$ cat config.mk
export PLATFORM = sky130hd
export DESIGN_NAME = wbuf_drain_sched_flat
export DESIGN_NICKNAME = d
export VERILOG_FILES = /design/src/rtl/wbuf_drain_sched_if.sv /design/src/rtl/wbuf_drain_sched.sv /design/src/flat_wrapper.sv
export SDC_FILE = /design/constraint.sdc
export NUM_CORES = 1
export LEC_CHECK = 0
export CAP_MARGIN = 20
export CORE_ASPECT_RATIO = 0.8
export CORE_MARGIN = 1
export CORE_UTILIZATION = 40
export CTS_CLUSTER_SIZE = 40
export DETAILED_ROUTE_END_ITERATION = 12
export HOLD_SLACK_MARGIN = 0.05
export PLACE_DENSITY = 0.87
export SLEW_MARGIN = 30
export SYNTH_ARGS = -nofsm -noshare
export SYNTH_HDL_FRONTEND = slang
export SYNTH_SLANG_ARGS = --single-unit
$ cat constraint.sdc
create_clock -name clk -period 5 [get_ports clk]
set_input_delay 0.5 -clock clk [delete_from_list [all_inputs] [get_ports clk]]
set_output_delay 0.5 -clock clk [all_outputs]
set_load 0.05 [all_outputs]
$ cat src/rtl/wbuf_drain_sched_if.sv
// Memory command channel between the write-buffer drain scheduler (master) and
// the DRAM-cache command port (slave).
`ifndef AXI_DATA_WIDTH
`define AXI_DATA_WIDTH 64
`endif

interface wbuf_drain_sched_if #(
    parameter int unsigned ADDR_WIDTH = 32,
    parameter int unsigned DATA_WIDTH = `AXI_DATA_WIDTH
);
    logic                  mem_valid_o;
    logic                  mem_we_o;
    logic [ADDR_WIDTH-1:0] mem_addr_o;
    logic [DATA_WIDTH-1:0] mem_wdata_o;
    logic                  mem_ready_i;

    modport master (
        output mem_valid_o, mem_we_o, mem_addr_o, mem_wdata_o,
        input  mem_ready_i
    );

    modport slave (
        input  mem_valid_o, mem_we_o, mem_addr_o, mem_wdata_o,
        output mem_ready_i
    );
endinterface

$ cat src/rtl/wbuf_drain_sched.sv
// Read-priority scheduler draining the write buffer onto the DRAM-cache command port,
// with watermark drain mode and a starvation guard. Optional perf counters: WBUF_SCHED_PERF_EN.
`ifndef AXI_DATA_WIDTH
`define AXI_DATA_WIDTH 64
`endif
`ifndef FIFO_SIZE
`define FIFO_SIZE 16
`endif

module wbuf_drain_sched #(
    parameter int unsigned ADDR_WIDTH   = 32,
    parameter int unsigned DATA_WIDTH   = `AXI_DATA_WIDTH,
    parameter int unsigned FIFO_SIZE    = `FIFO_SIZE,
    parameter int unsigned HI_WM        = FIFO_SIZE - 4,
    parameter int unsigned LO_WM        = 2,
    parameter int unsigned STARVE_LIMIT = 32,
    localparam int unsigned OCC_W       = $clog2(FIFO_SIZE + 1)
) (
    input  logic                             clk,
    input  logic                             rst_n,
    input  logic                             wb_push_i,
    output logic                             wb_rden_o,
    input  logic [ADDR_WIDTH+DATA_WIDTH-1:0] wb_rdata_i,
    input  logic                             rd_valid_i,
    input  logic [ADDR_WIDTH-1:0]            rd_addr_i,
    output logic                             rd_ready_o,
    wbuf_drain_sched_if.master               mem,
    output logic [OCC_W-1:0]                 occ_o,
    output logic                             drain_mode_o
`ifdef WBUF_SCHED_PERF_EN
    ,
    output logic [31:0]                      perf_wr_cnt_o,
    output logic [31:0]                      perf_rd_cnt_o,
    output logic [31:0]                      perf_drain_cyc_o
`endif
);

    localparam int unsigned SW = $clog2(STARVE_LIMIT + 1);
    localparam logic [OCC_W-1:0] OCC_FULL = OCC_W'(FIFO_SIZE);
    localparam logic [OCC_W-1:0] OCC_HI   = OCC_W'(HI_WM);
    localparam logic [OCC_W-1:0] OCC_LO   = OCC_W'(LO_WM);
    localparam logic [SW-1:0]    STV_MAX  = SW'(STARVE_LIMIT);

    typedef enum logic [1:0] {S_IDLE, S_FETCH, S_ISSUE} state_e;

    state_e                  state_q, state_d;
    logic [OCC_W-1:0]        occ_q, occ_d;
    logic                    drain_q, drain_d;
    logic [SW-1:0]           starve_q, starve_d;
    logic                    valid_q, valid_d;
    logic                    we_q, we_d;
    logic [ADDR_WIDTH-1:0]   addr_q, addr_d;
    logic [DATA_WIDTH-1:0]   wdata_q, wdata_d;
    logic                    grant_wr, grant_rd;
    logic                    occ_nz;

    assign occ_nz = (occ_q != '0);

    // Grant strobes are decided in S_IDLE and reach the FIFO/requester in the same
    // cycle; this is what gives the 1-cycle read and 2-cycle write command latency.
    always_comb begin
        grant_wr = 1'b0;
        grant_rd = 1'b0;
        if (rst_n && state_q == S_IDLE) begin
            if (occ_nz && (drain_q || starve_q == STV_MAX)) begin
                grant_wr = 1'b1;
            end else if (rd_valid_i) begin
                grant_rd = 1'b1;
            end else if (occ_nz) begin
                grant_wr = 1'b1;
            end
        end
    end

    always_comb begin
        state_d = state_q;
        valid_d = valid_q;
        we_d    = we_q;
        addr_d  = addr_q;
        wdata_d = wdata_q;
        case (state_q)
            S_IDLE: begin
                if (grant_wr) begin
                    state_d = S_FETCH;
                end else if (grant_rd) begin
                    addr_d  = rd_addr_i;
                    we_d    = 1'b0;
                    valid_d = 1'b1;
                    state_d = S_ISSUE;
                end
            end
            S_FETCH: begin
                addr_d  = wb_rdata_i[ADDR_WIDTH+DATA_WIDTH-1:DATA_WIDTH];
                wdata_d = wb_rdata_i[DATA_WIDTH-1:0];
                we_d    = 1'b1;
                valid_d = 1'b1;
                state_d = S_ISSUE;
            end
            S_ISSUE: begin
                if (valid_q && mem.mem_ready_i) begin
                    valid_d = 1'b0;
                    state_d = S_IDLE;
                end
            end
            default: state_d = S_IDLE;
        endcase
    end

    always_comb begin
        occ_d = occ_q;
        case ({wb_push_i, grant_wr})
            2'b10:   if (occ_q != OCC_FULL) occ_d = occ_q + OCC_W'(1);
            2'b01:   if (occ_nz) occ_d = occ_q - OCC_W'(1);
            default: occ_d = occ_q;
        endcase

        drain_d = drain_q;
        if (occ_q >= OCC_HI) begin
            drain_d = 1'b1;
        end else if (occ_q <= OCC_LO) begin
            drain_d = 1'b0;
        end

        starve_d = starve_q;
        if (!occ_nz || grant_wr) begin
            starve_d = '0;
        end else if (grant_rd && starve_q != STV_MAX) begin
            starve_d = starve_q + SW'(1);
        end
    end

    always_ff @(posedge clk) begin
        if (!rst_n) begin
            state_q  <= S_IDLE;
            occ_q    <= '0;
            drain_q  <= 1'b0;
            starve_q <= '0;
            valid_q  <= 1'b0;
            we_q     <= 1'b0;
            addr_q   <= '0;
            wdata_q  <= '0;
        end else begin
            state_q  <= state_d;
            occ_q    <= occ_d;
            drain_q  <= drain_d;
            starve_q <= starve_d;
            valid_q  <= valid_d;
            we_q     <= we_d;
            addr_q   <= addr_d;
            wdata_q  <= wdata_d;
        end
    end

    assign wb_rden_o       = grant_wr;
    assign rd_ready_o      = grant_rd;
    assign mem.mem_valid_o = valid_q;
    assign mem.mem_we_o    = we_q;
    assign mem.mem_addr_o  = addr_q;
    assign mem.mem_wdata_o = wdata_q;
    assign occ_o           = occ_q;
    assign drain_mode_o    = drain_q;

`ifdef WBUF_SCHED_PERF_EN
    logic [31:0] perf_wr_q, perf_wr_d;
    logic [31:0] perf_rd_q, perf_rd_d;
    logic [31:0] perf_dc_q, perf_dc_d;
    logic        hs;

    assign hs = valid_q && mem.mem_ready_i;

    always_comb begin
        perf_wr_d = perf_wr_q;
        perf_rd_d = perf_rd_q;
        perf_dc_d = perf_dc_q;
        if (hs && we_q)  perf_wr_d = perf_wr_q + 32'd1;
        if (hs && !we_q) perf_rd_d = perf_rd_q + 32'd1;
        if (drain_q)     perf_dc_d = perf_dc_q + 32'd1;
    end

    always_ff @(posedge clk) begin
        if (!rst_n) begin
            perf_wr_q <= '0;
            perf_rd_q <= '0;
            perf_dc_q <= '0;
        end else begin
            perf_wr_q <= perf_wr_d;
            perf_rd_q <= perf_rd_d;
            perf_dc_q <= perf_dc_d;
        end
    end

    assign perf_wr_cnt_o    = perf_wr_q;
    assign perf_rd_cnt_o    = perf_rd_q;
    assign perf_drain_cyc_o = perf_dc_q;
`endif

endmodule

$ cat src/flat_wrapper.sv
// flat-port wrapper written by rule: the top's interface ports become plain ports
module wbuf_drain_sched_flat 
#(
    parameter int unsigned ADDR_WIDTH   = 32,
    parameter int unsigned DATA_WIDTH   = `AXI_DATA_WIDTH,
    parameter int unsigned FIFO_SIZE    = `FIFO_SIZE,
    parameter int unsigned HI_WM        = FIFO_SIZE - 4,
    parameter int unsigned LO_WM        = 2,
    parameter int unsigned STARVE_LIMIT = 32,
    localparam int unsigned OCC_W       = $clog2(FIFO_SIZE + 1)
)
  (clk, rst_n, wb_push_i, wb_rden_o, wb_rdata_i, rd_valid_i, rd_addr_i, rd_ready_o, occ_o, drain_mode_o, mem_mem_valid_o, mem_mem_we_o, mem_mem_addr_o, mem_mem_wdata_o, mem_mem_ready_i);
  wbuf_drain_sched_if #(.ADDR_WIDTH(ADDR_WIDTH), .DATA_WIDTH(DATA_WIDTH)) mem_i ();
  input  logic clk;
  input  logic rst_n;
  input  logic wb_push_i;
  output logic wb_rden_o;
  input  logic [ADDR_WIDTH+DATA_WIDTH-1:0] wb_rdata_i;
  input  logic rd_valid_i;
  input  logic [ADDR_WIDTH-1:0] rd_addr_i;
  output logic rd_ready_o;
  output logic [OCC_W-1:0] occ_o;
  output logic drain_mode_o;
  output wire logic [$bits(mem_i.mem_valid_o)-1:0] mem_mem_valid_o;
  output wire logic [$bits(mem_i.mem_we_o)-1:0] mem_mem_we_o;
  output wire logic [$bits(mem_i.mem_addr_o)-1:0] mem_mem_addr_o;
  output wire logic [$bits(mem_i.mem_wdata_o)-1:0] mem_mem_wdata_o;
  input wire logic [$bits(mem_i.mem_ready_i)-1:0] mem_mem_ready_i;
  assign mem_mem_valid_o = mem_i.mem_valid_o;
  assign mem_mem_we_o = mem_i.mem_we_o;
  assign mem_mem_addr_o = mem_i.mem_addr_o;
  assign mem_mem_wdata_o = mem_i.mem_wdata_o;
  assign mem_i.mem_ready_i = mem_mem_ready_i;
  wbuf_drain_sched #(.ADDR_WIDTH(ADDR_WIDTH), .DATA_WIDTH(DATA_WIDTH), .FIFO_SIZE(FIFO_SIZE), .HI_WM(HI_WM), .LO_WM(LO_WM), .STARVE_LIMIT(STARVE_LIMIT)) u_core (.clk(clk), .rst_n(rst_n), .wb_push_i(wb_push_i), .wb_rden_o(wb_rden_o), .wb_rdata_i(wb_rdata_i), .rd_valid_i(rd_valid_i), .rd_addr_i(rd_addr_i), .rd_ready_o(rd_ready_o), .mem(mem_i), .occ_o(occ_o), .drain_mode_o(drain_mode_o));
endmodule
Fig. 1: run 1, zoomed window
Region (11, 55) to (51, 95) um. Cells in grey, sequential cells in the stronger grey; small squares are vias.
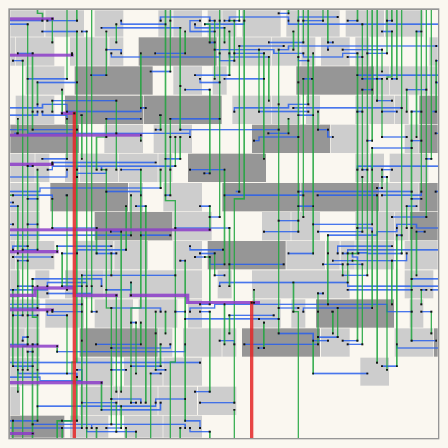
legend:
  M2:
    colour: green
  M4:
    colour: red
  M1:
    colour: blue
  M3:
    colour: purple
sequential cells in the window: 17
netlist names of flops here include: `u_core.mem.mem_wdata_o` (10), `u_core.mem.mem_addr_o` (7)
most frequent: clkdlybuf4s50_1 (35), nand2_1 (30), dfxtp_1 (17)
cells with their middle in the window: 113

Fig. 2: run 1, sequential cells grouped by signal name
Scale bar: 20 um.
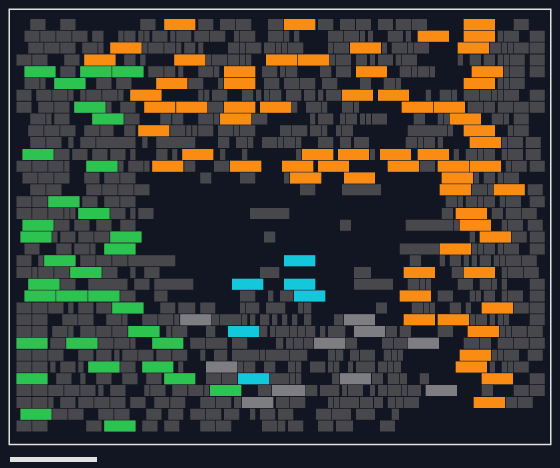
legend:
  `u_core.starve_q`:
    colour: cyan
    flops: 6
  `u_core.mem.mem_addr_o`:
    colour: green
    flops: 32
    where: a column on the left
  `u_core.mem.mem_wdata_o`:
    colour: orange
    flops: 64

Fig. 3: run 1, signal wires by layer
Only two layers are drawn.
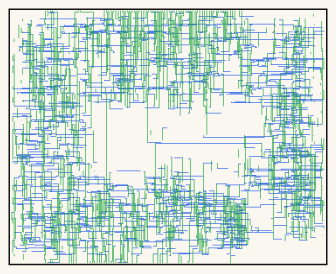
legend:
  M1:
    colour: blue
    wire_length: 5460 um
  M2:
    colour: green
    wire_length: 6930 um

Fig. 4: run 1, I/O nets highlighted
Scale bar: 20 um.
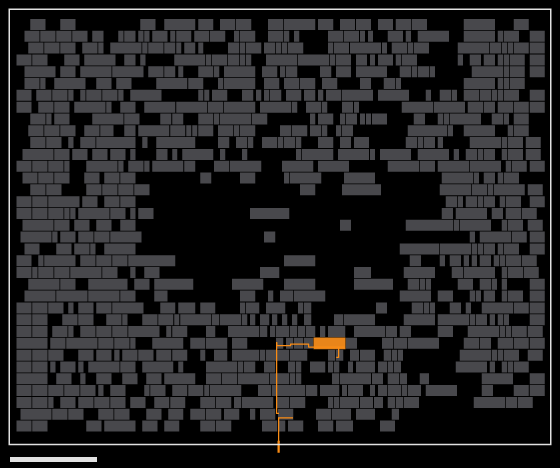
legend:
  `drain_mode_o`:
    colour: orange
    bits: 1
    direction: output
    end_cells: 1
    buffers: 1
    wire: 45.8 um

==> GITHUB_STEP_SUMMARY, run 1 <==
## Implementation flow summary

| Metric | Value |
|---|---|
| Register area | 0.002243 sq mm |
| Post-synthesis mux area share | 7.546% |
| Crit. End Element | output pin |
| Multi-input gates | 379 |
| Capture point of the worst path | wb_rden_o |
| Crit-path cells | inv_1, ha_1, and3b_1, a21oi_1, a211o_1, nor2_1, clkdlybuf4s50_1 |
| Antenna violations before repair | 0 |
| FMAX | 316.9 MHz |
| Leading area contributor after synthesis | dfxtp_1 |
| Syn Std Cell Area | 0.004792 sq mm |
| Pint | 1.785 mW |
| Final min period | 3.156 ns |
| Clk latency late pin | 0.34 ns |
| Registers | 112 |
| Final Hold Vio Count | 0 |
| Placed cell area | 0.007229 sq mm |
| Critical Path Slowest Stage Cell | clkdlybuf4s50_1 |
| Top comb family, area | AND-OR/OR-AND gates |
| Seq group | 1.04 mW |
| Vias in the first global route | 4394 |
| Top Consumer | registers |
| Critical path depth | 7 |
| Grt ovf | 0 |
| GRT Max-Usage Layer | met2 |
| Fin. max-slew vios | 0 |
| RR Endpoint | u_core.occ_o[4] |
| Relative slew slack | 52.48% |
| Yosys stat area | 0.004792 sq mm |
| Met3 WL | 1157 um |
| Crit path DRT | 4.50 ns |
| Hold path cells | 2 |
| CP Class | reg2out |
| Port bufs | 238 |
| Fa+ha+maj area frac | 1.828% |
| Initial drt markers | 164 |
| Met1 GRT Util | 22.87% |
| CTS resizes | 0 |
| Biggest area cells | dfxtp_1, nand2_1, a21boi_0, mux2i_1, o211a_1 |
| TritonCTS clock tree | done |
| Highest metal used | met4 |
| Core ar. | 0.01160 sq mm |
| Top cells by count | nand2_1, dfxtp_1, a21boi_0, mux2i_1, o211a_1 |
| Place WS | 1.942 ns |
| Clk. pwr | 779 uW |
| Post-synthesis cell type count | 43 |
| Final HPWL DP | 10060 um |
| Pin count of the biggest net entering global routing | 66 |
| Worst r2r path cells | 13 |
| Hold_buf cts | 0 |
| Ys flop type | dfxtp_1 |
| Clock buffers | 9 |
| Worst hold slack | 0.4650 ns |
| AND-OR/OR-AND Cells, Area Fraction | 21.15% |
| CP bufs+invs | 2 |
| # rows | 35 |
| Crit path from | u_core.starve_q[0] |
| Met2 usage | 40.16% |
| Placed Cells | 887 |
| Syn Area/Cell | 8.924 sq um |
| Final Cell Area | 0.007559 sq mm |
| RSZ-0062 raised after global routing | false |
| Clock sink count | 112 |
| Die width | 124.4 um |
| Yosys reg bits | 112 |
| Met2 wire length | 6926 um |
| Drt first pass iters | 6 |
| Num CTS Buffers | 9 |
| Seq pwr share | 38.2% |
| Syn_nets | 677 |
| Final TNS setup | 0 ns |
| CP top delay family | buffers and inverters |
| Met3 Use GR | 8.102% |
| CP Data Arrival Time | 2.66 ns |
| FP Util | 41.29% |
| Ys Warns | 0 |
| P&R area growth vs syn | 57.73% |
| DRC Markers | 0 |
| Area-dominant class | buffers |
| Worst Max-Slew Pin Slew | 0.7128 ns |
| Async set or reset register ratio after synthesis | 0% |
| Gate Area | 0.002375 sq mm |
| Via count | 4514 |
| Die ar. | 0.01243 sq mm |
| H-tree depth | 3 |
| Post-layout power | 2.726 mW |
| OpenROAD warnings | 29 |
| Diodes inserted | 0 |
| Switching share of total power | 34.52% |
| Comb group | 907 uW |
| Max incr delay on CP | 0.86 ns |
| Post-synth EDFFs | 0 |
| Worst hold path type | reg2reg |
| Status | completed |
| Logic gate fraction of the total cell area | 31.42% |
| FILL cells | 880 |
| LEAKAGE | 2.952 nW |
| Max-capacitance violation count | 0 |
| Vias per std cell | 4.999 |
| Final nets | 890 |
| Worst-path fanout max | 5 |
| Clock root cell | clkbuf_16 |
| Final Non-Filler Cells | 903 |
| Hold Path Sink | u_core.mem.mem_we_o |
| CTS Buffer Depth | 2 |
| Nonclk buf count | 241 |
| Gr usage total | 21.55% |
| RR Startpoint | u_core.starve_q[1] |
| First-pass GRT wire length | 21560 um |
| Max reg flops | 64 |
| DIE HEIGHT | 99.90 um |
| IO Pins | 239 |
| Layout cells sized above 1 | 4.106% |
| Worst setup margin | 1.844 ns |
| VDD IR max | 0.0003189 V |
| Yosys cell count | 537 |
| Setup bufs post-CTS | 0 |
| Post-Syn Instances | 537 |
| Pwr dens | 360.6 mW/mm^2 |
| Seq/Total Area, Yosys | 46.79% |
| Startpoint Class | flop |
| R2R Setup Slk | 1.96 ns |
| Post-Synth Simple-Gate Area | 17.44% |
| Gate power share | 33.3% |
| WL per Instance | 15.22 um |
| Signal buffers share of area | 31.75% |
| Final worst-path cycle share | 63.12% |
| Clock power share | 28.6% |
| Non-clk invs | 7 |
| Flop share of the area | 29.68% |
| DRT Wirelength | 13740 um |
| Clk_skew | 0.007765 ns |
Fig. 5: run 1, clock routing
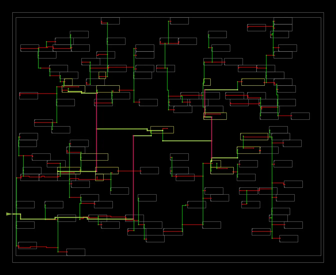

--- run 2 (diff from run 1) ---
Clock period 5 ns to 3.3 ns, I/O delays scaled along.
Fig. 6: run 2, clock routing
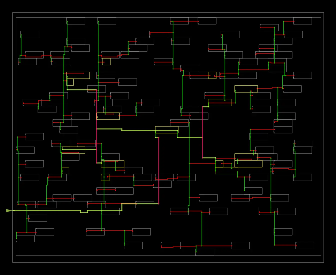
Num CTS Buffers: 9
registers: 112
clock sink count: 112
clk_skew: 0.007228 ns
clk latency late pin: 0.34 ns

==> run 2 against run 1 <==
  * Cell count grew 0.44%
  * Via count is 1.4% higher
  * Clock-buffer cell count stayed put
  * Sequential power increased by 52%
  * Clock skew fell by 0.00054 ns
==> GITHUB_STEP_SUMMARY, run 2 <==
## Implementation flow summary

| Metric | Value |
|---|---|
| Post-layout power | 4.056 mW (was 2.726 mW) |
| Hold_buf cts | 0 (unchanged) |
| Final HPWL DP | 9936 um (was 10060 um) |
| Die ar. | 0.01243 sq mm (unchanged) |
| Top Consumer | registers (unchanged) |
| Critical path depth | 14 (was 7) |
| Worst-path fanout max | 7 (was 5) |
| FMAX | 330.2 MHz |
| Async set or reset register ratio after synthesis | 0% (unchanged) |
| Clock power share | 27.2% (was 28.6%) |
| Crit path DRT | 3.57 ns (was 4.50 ns) |
| Seq/Total Area, Yosys | 46.79% (unchanged) |
| Top cells by count | nand2_1, dfxtp_1, a21boi_0, mux2i_1, o211a_1 (unchanged) |
| Place WS | 0.2633 ns (was 1.942 ns) |
| Grt ovf | 0 (unchanged) |
| Via count | 4577 (was 4514) |
| Multi-input gates | 379 (unchanged) |
| Die width | 124.4 um (unchanged) |
| Max incr delay on CP | 0.32 ns (was 0.86 ns) |
| Met2 wire length | 6729 um (was 6926 um) |
| Hold path cells | 3 (was 2) |
| Pwr dens | 536.6 mW/mm^2 (was 360.6 mW/mm^2) |
| CTS resizes | 0 (unchanged) |
| Met1 GRT Util | 23.52% (was 22.87%) |
| Fa+ha+maj area frac | 1.828% (unchanged) |
| Setup bufs post-CTS | 0 (unchanged) |
| Max-capacitance violation count | 0 (unchanged) |
| Final worst-path cycle share | 91.78% |
| Seq pwr share | 39.0% (was 38.2%) |
| Signal buffers share of area | 32.15% (was 31.75%) |
| Crit. End Element | flop (was output pin) |
| Initial drt markers | 119 (was 164) |
| Syn_nets | 677 (unchanged) |
| Crit-path cells | inv_1, ha_1, and3b_1, a21oi_1, buf_4, a211o_1, nor2_2, ha_2, xor2_1, ha_1, a21oi_1, a221oi_1, a21boi_0, mux2i_1 (was inv_1, ha_1, and3b_1, a21oi_1, a211o_1, nor2_1, clkdlybuf4s50_1) |
| Capture point of the worst path | u_core.occ_o[4] (was wb_rden_o) |
| TritonCTS clock tree | done (unchanged) |
| Met3 Use GR | 7.516% (was 8.102%) |
| Worst r2r path cells | 14 (was 13) |
| Yosys cell count | 537 (unchanged) |
| Core ar. | 0.01160 sq mm (unchanged) |
| Non-clk invs | 7 (unchanged) |
| Status | completed (unchanged) |
| Final Non-Filler Cells | 907 (was 903) |
| Yosys stat area | 0.004792 sq mm (unchanged) |
| Final nets | 894 (was 890) |
| Diodes inserted | 0 (unchanged) |
| Vias in the first global route | 4589 (was 4394) |
| Syn Area/Cell | 8.924 sq um (unchanged) |
| Drt first pass iters | 6 (unchanged) |
| Crit path from | u_core.starve_q[0] (unchanged) |
| Startpoint Class | flop (unchanged) |
| IO Pins | 239 (unchanged) |
| Clock buffers | 9 (unchanged) |
| Pint | 2.627 mW (was 1.785 mW) |
| Layout cells sized above 1 | 4.875% (was 4.106%) |
| H-tree depth | 3 (unchanged) |
| VDD IR max | 0.0003516 V (was 0.0003189 V) |
| Final TNS setup | 0 ns (unchanged) |
| Fin. max-slew vios | 0 (unchanged) |
| Post-synthesis cell type count | 43 (unchanged) |
| Area-dominant class | buffers (unchanged) |
| Top comb family, area | AND-OR/OR-AND gates (unchanged) |
| Antenna violations before repair | 0 (unchanged) |
| Comb group | 1.37 mW (was 907 uW) |
| WL per Instance | 15.14 um (was 15.22 um) |
| Met3 WL | 1029 um (was 1157 um) |
| Post-synthesis mux area share | 7.546% (unchanged) |
| Max reg flops | 64 (unchanged) |
| Worst setup margin | 0.2714 ns (was 1.844 ns) |
| Placed cell area | 0.007249 sq mm (was 0.007229 sq mm) |
| Nonclk buf count | 245 (was 241) |
| FILL cells | 868 (was 880) |
| Relative slew slack | 56.43% (was 52.48%) |
| CP Data Arrival Time | 3.30 ns (was 2.66 ns) |
| Final Cell Area | 0.007557 sq mm (was 0.007559 sq mm) |
| Worst hold path type | in2reg (was reg2reg) |
| RR Endpoint | u_core.occ_o[4] (unchanged) |
| Clk. pwr | 1.10 mW (was 779 uW) |
| GRT Max-Usage Layer | met2 (unchanged) |
| P&R area growth vs syn | 57.70% (was 57.73%) |
| Placed Cells | 891 (was 887) |
| CTS Buffer Depth | 2 (unchanged) |
| Gate Area | 0.002367 sq mm (was 0.002375 sq mm) |
| Met2 usage | 39.74% (was 40.16%) |
| Pin count of the biggest net entering global routing | 66 (unchanged) |
| OpenROAD warnings | 29 (unchanged) |
| # rows | 35 (unchanged) |
| FP Util | 41.29% (unchanged) |
| First-pass GRT wire length | 22050 um (was 21560 um) |
| Vias per std cell | 5.046 (was 4.999) |
| CP bufs+invs | 2 (unchanged) |
| AND-OR/OR-AND Cells, Area Fraction | 21.15% (unchanged) |
| Post-Synth Simple-Gate Area | 17.44% (unchanged) |
| Biggest area cells | dfxtp_1, nand2_1, a21boi_0, mux2i_1, o211a_1 (unchanged) |
| CP Class | reg2reg (was reg2out) |
| Port bufs | 238 (unchanged) |
| Critical Path Slowest Stage Cell | dfxtp_1 (was clkdlybuf4s50_1) |
| RR Startpoint | u_core.starve_q[0] (was u_core.starve_q[1]) |
| Hold Path Sink | u_core.state_q[0] (was u_core.mem.mem_we_o) |
| Switching share of total power | 35.24% (was 34.52%) |
Fig. 7: run 2, sequential cells grouped by signal name
Scale bar: 20 um.
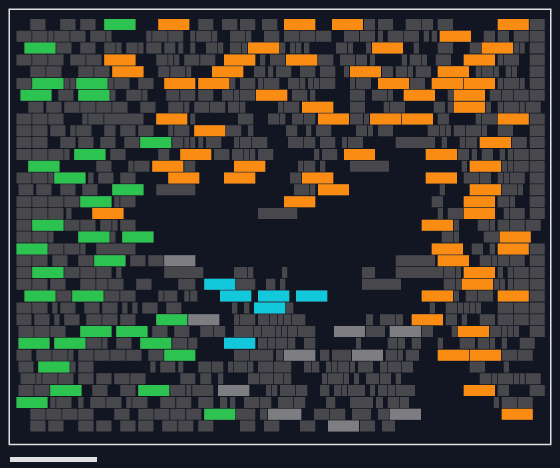
flop share of the area: 29.69%
final design utilization: 65.12%
Seq group: 1.58 mW

Power and IR drop assume default switching activity.
